run_1/logic_types.png
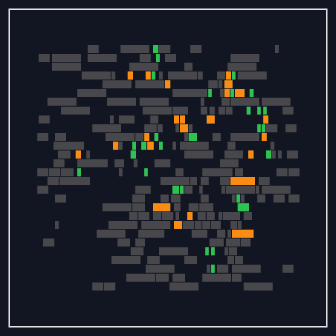
run_1/placement.png
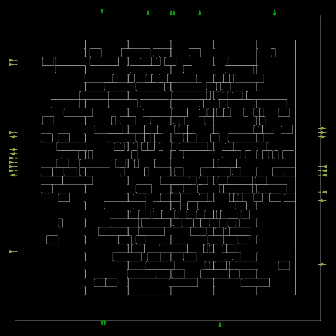
run_1/layer_met2.png
Cells faint in the background.
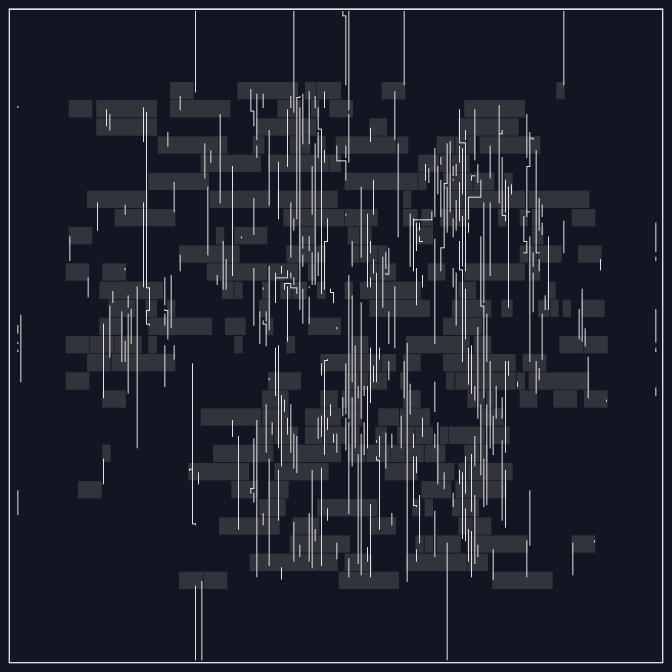
$ cat config.mk
export PLATFORM = sky130hd
export DESIGN_NAME = irq_exc_ctrl
export DESIGN_NICKNAME = d
export VERILOG_FILES = /design/src/rtl/irq_exc_ctrl.sv
export SDC_FILE = /design/constraint.sdc
export NUM_CORES = 1
export LEC_CHECK = 0
export CAP_MARGIN = 0
export CORE_MARGIN = 8
export CORE_UTILIZATION = 29
export DETAILED_ROUTE_END_ITERATION = 6
export PLACE_DENSITY_LB_ADDON = 0.1
export SLEW_MARGIN = 10
export SYNTH_ARGS = -nofsm -noshare
export SYNTH_HDL_FRONTEND = slang
export SYNTH_SLANG_ARGS = --single-unit
$ cat constraint.sdc
create_clock -name clk -period 2.3 [get_ports clk]
set_input_delay 0.345 -clock clk [delete_from_list [all_inputs] [get_ports clk]]
set_output_delay 0.345 -clock clk [all_outputs]
set_load 0.01 [all_outputs]
$ cat src/rtl/irq_exc_ctrl.sv
// rtl/irq_exc_ctrl.sv - interrupt/exception request arbiter for CP0 with in-service nesting stack
module irq_exc_ctrl #(
  parameter int SYNC_STAGES = 2,
  parameter int STACK_DEPTH = 4
) (
  input  logic       clk,
  input  logic       rst,
  input  logic [2:0] irq_in,
  input  logic       mask_we,
  input  logic [2:0] mask_wdata,
  output logic [2:0] mask,
  input  logic       exc_undef,
  input  logic       exc_ovf,
  input  logic       exc_oor,
  input  logic       ack,
  input  logic       eret,
  output logic [2:0] cause,
  output logic [2:0] int_level,
  output logic [2:0] pending,
  output logic [1:0] cur_level,
  output logic       double_fault,
  output logic       eret_underflow
);
  localparam int IW  = (STACK_DEPTH > 1) ? $clog2(STACK_DEPTH) : 1;
  localparam int SPW = $clog2(STACK_DEPTH + 1);

  typedef enum logic [1:0] {IDLE = 2'd0, EXC_REQ = 2'd1, INT_REQ = 2'd2} state_t;
  state_t state, state_n;

  logic [2:0]     sync_q [SYNC_STAGES];
  logic [2:0]     lvl_q, lvl_d, rise;
  logic [2:0]     exc_pend, exc_new, exc_code, best_level, eligible, ack_clr;
  logic [1:0]     stack_q [STACK_DEPTH];
  logic [SPW-1:0] sp_q, sp_mid;
  logic [IW-1:0]  top_idx;
  logic [1:0]     pop_val;
  logic           exc_active, ack_exc, ack_int, push, push_ok, pop_ok, underflow;

  // lvl_q/lvl_d add one stage past the synchronizer so edges land at N+SYNC_STAGES+1
  always_ff @(posedge clk or posedge rst) begin
    if (rst) begin
      for (int i = 0; i < SYNC_STAGES; i++) sync_q[i] <= '0;
      lvl_q <= '0;
      lvl_d <= '0;
    end else begin
      sync_q[0] <= irq_in;
      for (int i = 1; i < SYNC_STAGES; i++) sync_q[i] <= sync_q[i-1];
      lvl_q <= sync_q[SYNC_STAGES-1];
      lvl_d <= lvl_q;
    end
  end

  assign rise    = lvl_q & ~lvl_d;
  assign exc_new = {exc_oor, exc_ovf, exc_undef};

  always_comb begin
    eligible[0] = pending[0] & ~mask[0] & (cur_level < 2'd1) & ~exc_active;
    eligible[1] = pending[1] & ~mask[1] & (cur_level < 2'd2) & ~exc_active;
    eligible[2] = pending[2] & ~mask[2] & (cur_level < 2'd3) & ~exc_active;
    best_level  = eligible[2] ? 3'd3 : eligible[1] ? 3'd2 : eligible[0] ? 3'd1 : 3'd0;
    exc_code    = exc_pend[2] ? 3'b100 : exc_pend[1] ? 3'b010 : exc_pend[0] ? 3'b001 : 3'b000;
  end

  always_comb begin
    state_n = state;
    case (state)
      IDLE:    if (|exc_pend) state_n = EXC_REQ;
               else if (|eligible) state_n = INT_REQ;
      EXC_REQ: if (ack) state_n = IDLE;
      INT_REQ: if (ack || |exc_pend) state_n = IDLE;
      default: state_n = IDLE;
    endcase
  end

  always_ff @(posedge clk or posedge rst) begin
    if (rst) state <= IDLE;
    else     state <= state_n;
  end

  // An ERET in the same cycle as an ack pops the entry the ack just pushed
  assign ack_exc   = (state == EXC_REQ) && ack;
  assign ack_int   = (state == INT_REQ) && ack;
  assign push      = ack_exc || ack_int;
  assign push_ok   = push && (sp_q != SPW'(STACK_DEPTH));
  assign sp_mid    = sp_q + SPW'(push_ok);
  assign pop_ok    = eret && (sp_mid != '0);
  assign underflow = eret && (sp_mid == '0);
  assign top_idx   = sp_mid[IW-1:0] - IW'(1);
  assign pop_val   = push_ok ? cur_level : stack_q[top_idx];
  assign ack_clr   = {ack_int && (int_level == 3'd3),
                      ack_int && (int_level == 3'd2),
                      ack_int && (int_level == 3'd1)};

  always_ff @(posedge clk or posedge rst) begin
    if (rst) begin
      mask           <= 3'b111;
      cause          <= '0;
      int_level      <= '0;
      pending        <= '0;
      cur_level      <= '0;
      double_fault   <= 1'b0;
      eret_underflow <= 1'b0;
      exc_pend       <= '0;
      exc_active     <= 1'b0;
      sp_q           <= '0;
      for (int i = 0; i < STACK_DEPTH; i++) stack_q[i] <= '0;
    end else begin
      if (mask_we) mask <= mask_wdata;
      pending        <= (pending & ~ack_clr) | rise;
      exc_pend       <= (exc_pend & ~(ack_exc ? cause : 3'b000)) | (exc_active ? 3'b000 : exc_new);
      eret_underflow <= underflow;
      if ((push && !push_ok) || (exc_active && |exc_new)) double_fault <= 1'b1;
      if (push_ok) stack_q[sp_q[IW-1:0]] <= cur_level;
      sp_q <= sp_mid - SPW'(pop_ok);
      if (ack_exc) begin
        cur_level  <= 2'd3;
        exc_active <= 1'b1;
      end else if (ack_int) begin
        cur_level  <= int_level[1:0];
      end
      if (pop_ok) begin
        cur_level  <= pop_val;
        exc_active <= 1'b0;
      end
      case (state)
        IDLE:    if (|exc_pend) cause <= exc_code;
                 else if (|eligible) int_level <= best_level;
        EXC_REQ: if (ack) cause <= '0;
        INT_REQ: if (ack || |exc_pend) int_level <= '0;
        default: ;
      endcase
    end
  end
endmodule

==> Slide: Implementation Results, run 1 <==
Key Metrics from the Run

Outcome
  – Status: complete, no violations

Global routing
  – GRT Resource Usage Total: 10.0%
  – GRT overflow: 0
  – Vias in the first global route: 1564

Power
  – Comb power frac: 33.9%
  – Clock power frac: 24.2%

Logic synthesis
  – Cells in synth_stat.txt: 174
  – Yosys top cell by instances: dfrtp_1
  – Synth async-reset ratio: 100%
  – Register bit total from synthesis: 44
  – Synth top area share: 52.9%
  – And+or+nand+nor area frac: 13.4%
  – Post-Synth XOR/XNOR Area: 2.19%
  – Area fraction in mux cells: 8.06%
  – Most frequent cells after synthesis: 41 x dfrtp_1, 21 x nand2_1, 17 x inv_1
  – Synth unique cells: 46

Worst setup path
  – Worst r2r src: sp_q[1]$_DFF_PP0_
  – Crit path arrival time: 2380 ps
  – Crit path largest cell delay: 450 ps
  – Worst EP required: 2490 ps

Drt
  – Via density: 4.71

STA
  – Fin worst setup slack: 112 ps
  – Min cycle time layout: 2190 ps
  – Worst Hold Slack: 358 ps
  – Setup-failing EPs final: 0

CTS
  – Worst-path clk slew: 90 ps
  – Clock Tree Buf Depth: 2
  – H-tree depth: 2

Worst hold path
  – Min-Delay Path Class: flop to flop
  – HP Start: sync_q[0]$_DFF_PP0_

Place
  – Gpl congestion: 0.783
  – Port Buffer Count: 28
  – Placement Cell Area: 2420 um2

Finish
  – Layout cells sized above 1: 24.6%

Flow run
  – Log Warnings: 26
-- logic_types.png (at the start) --
| family | color | cells |
|---|---|---|
| nand cells | green | 28 |
| aoi and oai cells | orange | 23 |

-- placement.png (at the start) --
final non-filler cell total: 304
seq_cells: 44
Final Util: 38.8%
sequential share of cell area: 42.9%

-- layer_met2.png (at the start) --
wire length on this layer: 2020 um
share of all routed wire: 45%
nets with wire on the layer: 214

[run 1: power by group through the flow]
stage	logic, uW	registers (uW)	clock network (uW)
after floorplan	455	1040	0
after global placement	780	1070	0
after detailed placement	793	1070	0
after CTS	804	1060	638
after global routing	941	1080	677
final	854	1060	611
[run 1: layout make-up]
type                    instances  area, um2
clock inverters                 3       47.5
repair buffers                 46        415
clock buffers                   5       68.8
fillers                       662       4070
inverters                      17       63.8
multi-input cells             109        777
flip-flops and latches         44       1110
well taps                      80        100
[run 1: worst max-delay path, delay by kind of cell, from the launching register on]
kind | cells | cell delay (ps)
compound gates | 4 | 550
flops | 1 | 450
buf+inv | 2 | 220
fa+ha+maj | 1 | 210
simple gates | 3 | 680
[run 1: flip-flops by register name, indices dropped and copies added (netlist names), 2 cells and up]
name and count:
pending 3, sp_q 3, cur_level 2, stack_q 8, mask 3, lvl_d 3, state 2, sync_q 6
exc_pend 3, cause 3, int_level 2, lvl_q 3
[run 1: metrics by stage]
stage                     total power [uW]  utilization (%)  TNS, ps
after detailed placement              1870             36.4     -855
after floorplan                       1490                -        0
after CTS                             2500             38.2        0
final                                 2520             38.8        0
after global routing                  2700             38.8        0
after global placement                1850             36.4     -469
[run 1: final timing paths]
check	cells past startpoint	end
worst max-delay path	10	cur_level[0]$_DFFE_PP0P_
worst min-delay path	0	lvl_q[0]$_DFF_PP0_
worst max register to register	10	cur_level[0]$_DFFE_PP0P_
worst min register to register	0	lvl_q[0]$_DFF_PP0_
max in group asynchronous	3	state[0]$_DFFE_PP0P_
min in group asynchronous	2	sync_q[1]$_DFF_PP0_
[run 1: metal layers]
metal	track usage, %	vias up	wire (um)	part of all wire (%)
li1	-	692	-	-
met1	12.6	701	2170	49
met2	15.7	32	2020	45
met3	3.41	7	210	4.7
met4	3.48	0	57	1.3
met5	0	-	0	0
[run 1: cell families after synthesis]
family                     count (synthesis)
xor gates and xnor gates                   4
AOI/OAI and AO/OA                         33
other                                      1
muxes                                     13
adders and majority gates                  4
buffers and inverters                     21
and+or+nand+nor                           54
DFF                                       44
[run 1: cell usage in the layout (no fill, tap or decap), types with 2 or more instances in the layout]
cell type,instances
a211oi_1,2
a21o_1,3
a21oi_1,5
and3_1,2
buf_4,18
clkbuf_8,5
clkdlybuf4s50_1,28
clkinv_4,2
dfrtp_1,40
dfstp_2,3
ha_1,3
inv_1,14
inv_2,2
mux2_2,11
nand2_1,21
nand3_1,4
nor2_1,12
nor3_1,3
nor4_1,2
o21a_1,2
o21ai_0,9
xnor2_1,2
[run 1: timing repair]
action                     CTS  global route
setup buffers                0             2
pin swaps                    1             4
setup endpoints to repair    1             2
gates resized                2             7
run_1/clk_routes.png
Bar = 20 um.
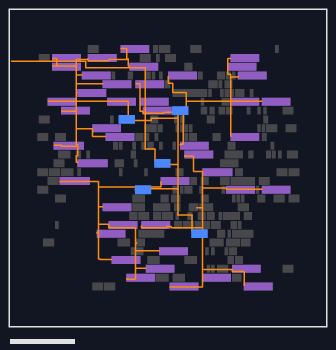

==> run 1 -> run 2 <==
- clock period: 2.3 -> 2.8 ns (I/O delays scaled with it)
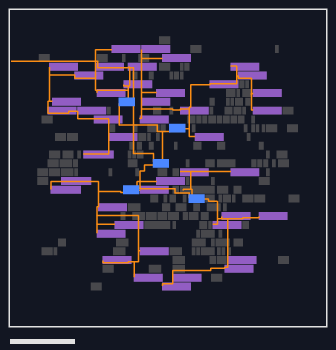
run_2/clk_routes.png
Bar = 20 um.
[flip-flops] purple | count: 44
[clock wires] orange | length: 575 um
[clock drivers] blue | count: 5
routed clock nets: 6

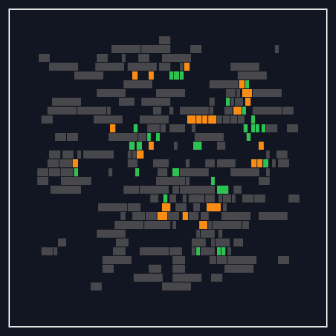
run_2/logic_types.png
| family | color | cells |
|---|---|---|
| nand cells | green | 28 |
| aoi and oai cells | orange | 23 |

==> run 2 against run 1 <==
Effect of this change:
- area after synthesis did not move
- clock power fell by 23%
- flip-flop count did not move
- routed wire length fell by 6.9%
- highest routed layer unchanged
- hold slack got worse by 3.1 ps
- critical endpoint is now cur_level[1]$_DFFE_PP0P_
- fmax fell by 11%
- count of clock-buffer cells in the layout rose by 1
- clock skew fell by 1.9 ps
- largest power group unchanged
- register-to-register slack improved by 220 ps
- first-iteration DRC count fell by 21%
- sequential share of layout area rose by 2.5 points
==> Slide: Implementation Results, run 2 <==
Key Metrics from the Run

Place
  – Port Buffer Count: 28
  – Gpl congestion: 0.768

Flow run
  – Max-cap viol count: 0
  – Log Warnings: 26

Finish
  – Flip-flop and latch area: 1100 um2
  – Largest reg by FF count: stack_q
  – Most frequent logic cell in the layout: dfrtp_1
  – Final Util: 36.6%
  – Top cells excl fill/tap: 41 x dfrtp_1, 28 x clkdlybuf4s50_1, 21 x nand2_1, 16 x inv_1, 12 x nor2_1
  – Layout cells sized above 1: 16.1%
  – Filler instances: 651
  – Max FFs per register: 8
  – Top Registers: stack_q x8, sync_q x6
  – Comb. cell area: 741 um2

Logic synthesis
  – Syn Inst Count: 174
  – Cells in synth_stat.txt: 174
  – Post-synthesis compound-gate area fraction: 11.7%
  – Post-Synth XOR/XNOR Area: 2.19%
  – Syn_nets: 192
  – Area fraction in mux cells: 8.06%
  – Synth top area share: 52.9%
  – Synth async-reset ratio: 100%
  – Most frequent cells after synthesis: 41 x dfrtp_1, 21 x nand2_1, 17 x inv_1
  – And+or+nand+nor area frac: 13.4%
  – Synth unique cells: 46
  – Avg Cell Area, Syn: 11.1 um2
  – Register bit total from synthesis: 44
  – Ys flop type: dfrtp_1
  – Yosys top cell by instances: dfrtp_1
  – Post-synth area hogs: dfrtp_1 53%, mux2_2 6.4%, dfstp_2 4.1%
  – Synth Area in Adders: 2.58%
  – Post-synth seq share: 57.0%
  – Synthesized cell area: 1940 um2

Worst setup path
  – Crit path launch type: flop
  – Worst-path cell chain: xnor2_1 > o31ai_2 > and2_4 > inv_1 > ha_1 > a21boi_1 > buf_4 > and2_1 > o31ai_1 > a311oi_1
  – Reg2Reg Capture Point: cur_level[1]$_DFFE_PP0P_
  – Worst EP required: 2990 ps
  – Crit path arrival time: 2660 ps
  – R2R setup slack: 330 ps
  – Worst r2r src: state[1]$_DFFE_PP0P_
  – Worst Setup EP: cur_level[1]$_DFFE_PP0P_
  – Worst r2r path cells: 10
  – Crit path largest cell delay: 590 ps
  – Critical path launch point: state[1]$_DFFE_PP0P_

Drt
  – Routed len/inst: 14.3 um
  – Detailed Routing Iterations Pass 1: 4
  – Via density: 4.75

Global routing
  – GRT overflow: 0
  – GRT Resource Usage Total: 9.28%
  – Initial antenna violation count: 0
  – Vias in the first global route: 1453
  – First-pass GRT wire length: 7200 um

STA
  – Setup-failing EPs final: 0
  – Fin worst setup slack: 329 ps
  – Slew headroom: 62.6%
  – RSZ-0062 raised after global routing: no
  – TNS Setup: 0 ps
  – Slew of the pin with the lowest slew margin: 560 ps
  – Min cycle time layout: 2470 ps

CTS
  – Clock Tree Buf Depth: 2
  – Resized cells post-CTS: 0
  – Worst-path clk slew: 80 ps
  – TritonCTS clock tree: done
  – Root Driver: clkbuf_8
  – Post CTS Setup Buffer Count: 0
  – Clock Sinks: 44
  – Clock Latency Late Sink: 290 ps
  – H-tree depth: 2

Power
  – Final total power: 1870 uW
  – Lkg Pwr: 0.00108 uW
  – Worst vdd ir: 0.275 mV

Worst hold path
  – Min-Delay Path Class: flop to flop

Floorplan
  – Initial Utilization: 29.2%

Outcome
  – Status: complete, no violations
[run 2: per-stage QoR]
step | instance area [um2] | hold WS [ps] | instances
final | 2430 | 354 | 291
after global routing | 2430 | 365 | 291
after CTS | 2430 | 356 | 291
after detailed placement | 2330 | 336 | 283
after global placement | 2330 | 332 | 283
after floorplan | 1940 | 331 | 174
[run 2: worst min-delay path by stage]
stage,start,end,slack (ps),cells after the start
after global routing,sync_q[2]$_DFF_PP0_,lvl_q[2]$_DFF_PP0_,360,0
final,sync_q[0]$_DFF_PP0_,lvl_q[0]$_DFF_PP0_,350,0
after floorplan,sync_q[0]$_DFF_PP0_,lvl_q[0]$_DFF_PP0_,330,0
after CTS,sync_q[3]$_DFF_PP0_,sync_q[0]$_DFF_PP0_,360,0
after detailed placement,sync_q[1]$_DFF_PP0_,lvl_q[1]$_DFF_PP0_,340,0
after global placement,sync_q[5]$_DFF_PP0_,sync_q[2]$_DFF_PP0_,330,0
[run 2: logic make-up after synthesis]
kind of cell / count (synthesis)
compound gates: 33
xor+xnor: 4
fa+ha+maj: 4
buf+inv: 21
flops: 44
mux: 13
other cells: 1
simple gates: 54
[run 2: critical path, delay by kind of cell (launching register included)]
kind	cells	cell delay (ps)
flops	1	590
compound gates	4	800
buf+inv	2	210
xor+xnor	1	170
fa+ha+maj	1	190
simple gates	2	420
[run 2: cell type report]
cell class / instances / share of cell area [%]
Clock buffer: 6 / 2.98
Clock inverter: 2 / 1.44
Inverter: 17 / 2.62
Multi-Input combinational cell: 109 / 30.4
Sequential cell: 44 / 45.4
Tap cell: 80 / 4.11
Timing Repair Buffer: 33 / 13.1
[run 2: power breakdown]
| group | leakage, uW | switching [uW] | total [uW] | internal [uW] |
|---|---|---|---|---|
| logic | 0.000532 | 245 | 529 | 284 |
| registers | 0.000494 | 109 | 866 | 757 |
| clock network | 0.0000552 | 209 | 473 | 265 |
[run 2: routing by layer]
metal | vias up | share of wire [%] | GRT usage (%)
met5 | - | 0 | 0
met4 | 0 | 0.63 | 3.36
met3 | 2 | 5.3 | 3.49
met2 | 36 | 44 | 13.7
met1 | 678 | 50 | 12.0
li1 | 667 | - | -
==> run 2 -> run 3 <==
- PLACE_DENSITY_LB_ADDON: 0.1 -> default
- clock period: 2.8 -> 2.9 ns (I/O delays scaled with it)
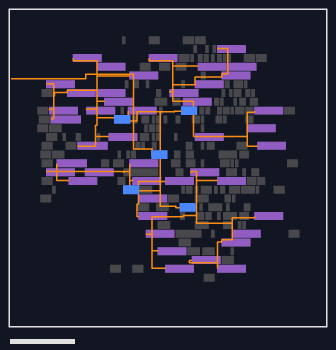
run_3/clk_routes.png
Bar = 20 um.
[flip-flops] purple | count: 44
[clock drivers] blue | count: 5
[clock wires] orange | length: 537 um
routed clock nets: 6

==> run 3 against run 2 <==
Effect of this change:
- synthesized cell count did not move
- via count fell by 1.7%
- die area did not move
- sequential share of layout area rose by 0.14 points
- register-to-register slack got worse by 40 ps
- non-clock buffer count fell by 1
- worst setup slack got worse by 39 ps
- clock power fell by 4%
- global-route usage fell by 0.47 points
- critical path type unchanged
- critical endpoint unchanged
- highest routed layer unchanged
==> Slide: Implementation Results, run 3 <==
Key Metrics from the Run

Outcome
  – Status: complete, no violations

Logic synthesis
  – Synth async-reset ratio: 100%
  – Ys flop type: dfrtp_1
  – Post-synth area hogs: dfrtp_1 53%, mux2_2 6.4%, dfstp_2 4.1%
  – Cells in synth_stat.txt: 174
  – Synth unique cells: 46
  – Synthesized cell area: 1940 um2
  – Yosys top cell by instances: dfrtp_1
  – Register bit total from synthesis: 44
  – Avg Cell Area, Syn: 11.1 um2
  – Post-synth seq share: 57.0%
  – Syn Inst Count: 174

Place
  – Port Buffer Count: 28
  – Gpl congestion: 0.788
  – Dpl cells: 282

Worst setup path
  – Critical path launch point: state[0]$_DFFE_PP0P_
  – Crit path arrival time: 2810 ps
  – Crit path launch type: flop
  – Crit path largest cell delay: 600 ps
  – Worst r2r src: state[0]$_DFFE_PP0P_
  – Worst EP required: 3100 ps

Finish
  – Most frequent logic cell in the layout: dfrtp_1
  – Final non-filler cell total: 290
  – Top cells excl fill/tap: 41 x dfrtp_1, 28 x clkdlybuf4s50_1, 21 x nand2_1, 16 x inv_1, 12 x nor2_1
  – Largest reg by FF count: stack_q
  – Filler instances: 679
  – Layout cells sized above 1: 15.7%
  – Top Registers: stack_q x8, sync_q x6

Global routing
  – Met2 usage in global routing: 13.8%
  – First-pass GRT wire length: 6840 um
  – Vias in the first global route: 1401
  – Initial antenna violation count: 0
  – Met3 Resource Use GR: 3.13%
  – GRT Resource Usage Total: 8.80%
  – Most crowded layer after global routing: met2
  – Met1 Use GR: 11.0%

Floorplan
  – Initial Utilization: 29.2%

Drt
  – Via density: 4.69
  – Routed len/inst: 13.5 um

CTS
  – Clock Tree Buf Depth: 2
  – Clock Latency Late Sink: 290 ps
  – Post CTS Setup Buffer Count: 0

Power
  – Int Pwr: 1260 uW
  – Worst vdd ir: 0.311 mV
  – Sequential share of power: 46.5%
  – Switch Pwr: 538 uW
  – Sw Share: 30.0%
  – Comb power frac: 28.2%

STA
  – Min cycle time layout: 2610 ps
  – TNS Setup: 0 ps

Worst hold path
  – Min-Delay Path Class: input port to asynchronous set/reset pin
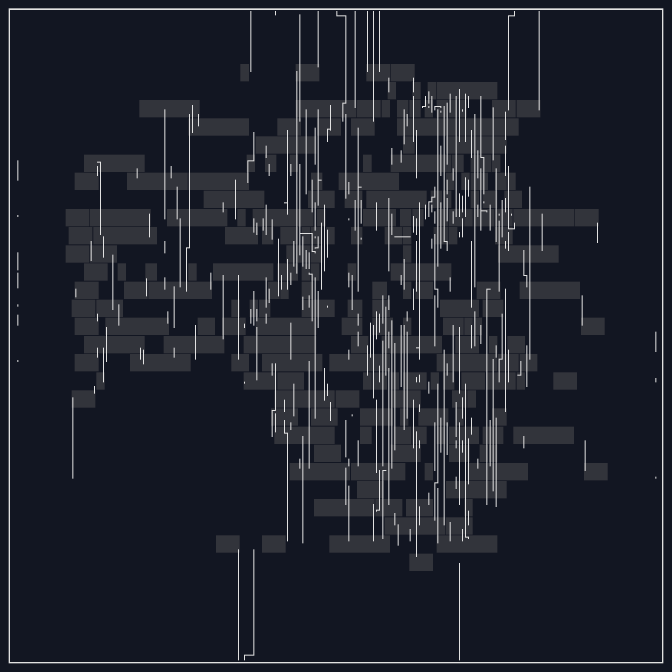
run_3/layer_met2.png
Cells faint in the background.
nets with wire on the layer: 196
wire length on this layer: 1780 um

==> run 3: cell counts after synthesis <==
Identical to the previous run, type by type.
==> run 3: worst max-delay path, delay by kind of cell, from the launching register on <==
kind | cells | cell delay, ps
buf+inv | 1 | 60
fa+ha+maj | 1 | 180
simple gates | 2 | 490
xor+xnor | 1 | 180
compound gates | 4 | 1000
flops | 1 | 600
==> run 3: through the flow <==
| stage | power, uW | util [%] | hold WS, ps | instance area, um2 | setup WS (ps) |
|---|---|---|---|---|---|
| CTS | 1830 | 36.5 | 312 | 2430 | 260 |
| finish | 1790 | 36.5 | 317 | 2430 | 290 |
| global placement | 1350 | 34.9 | 334 | 2320 | 158 |
| floorplan | 1190 | - | 331 | 1940 | 651 |
| global route | 1920 | 36.5 | 328 | 2430 | 8.90 |
| detailed placement | 1360 | 34.9 | 336 | 2320 | 82.2 |
==> run 3: final timing paths <==
kind                                            end  slack [ps]  cells past startpoint
setup / recovery           cur_level[1]$_DFFE_PP0P_         290                      9
hold / removal                  sync_q[3]$_DFF_PP0_         320                      2
setup reg to reg           cur_level[1]$_DFFE_PP0P_         290                      9
hold reg to reg                 sync_q[0]$_DFF_PP0_         350                      0
max in group asynchronous       mask[0]$_DFFE_PP1P_        2080                      3
min in group clk                sync_q[0]$_DFF_PP0_         350                      0
==> run 3: final cells by class <==
cell class | count | area, um2 | share of cell area, %
Inverter | 17 | 63.8 | 2.63
Sequential cell | 44 | 1100 | 45.5
Timing Repair Buffer | 32 | 310 | 12.8
Clock buffer | 6 | 72.6 | 2.99
Clock inverter | 2 | 35.0 | 1.44
Tap cell | 80 | 100 | 4.12
Multi-Input combinational cell | 109 | 741 | 30.5
==> run 3: kinds of logic after synthesis <==
logic type | after synthesis | synth area share (%)
flip-flops | 44 | 57.0
adder cells (fa/ha/maj) | 4 | 2.58
AND/OR/NAND/NOR | 54 | 13.4
XOR/XNOR | 4 | 2.19
AND-OR/OR-AND | 33 | 11.7
buffers and inverters | 21 | 4.84
multiplexers | 13 | 8.06
other | 1 | 0.193
==> run 3: power groups by stage <==
stage,combinational [uW],clock [uW],sequential [uW]
after global routing,571,489,858
after floorplan,361,0,824
after CTS,513,475,840
after detailed placement,508,0,854
after global placement,498,0,851
final,505,454,835
==> run 3: routing by layer <==
layer	vias up	part of all wire (%)
li1	664	-
met1	658	48
met2	32	46
met3	6	4.9
met4	0	1.3
met5	-	0

==> gallery <==
Cells colored by class.
Bar = 20 um.
picture 1
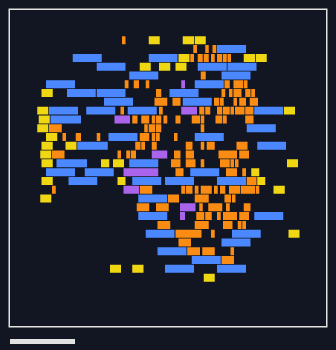
picture 2
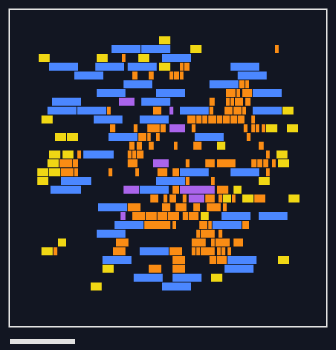
| from | picture |
|---|---|
| run 3 | picture 1 |
| run 2 | picture 2 |

Key to picture 2:
| class | color | cells |
|---|---|---|
| sequential cells | blue | 44 |
| combinational and other logic | orange | 126 |
| clock drivers and dummy loads | purple | 8 |
| remaining buffers and delay cells | yellow | 33 |

Power figures rest on the tool's default switching activity, not on a simulated workload.
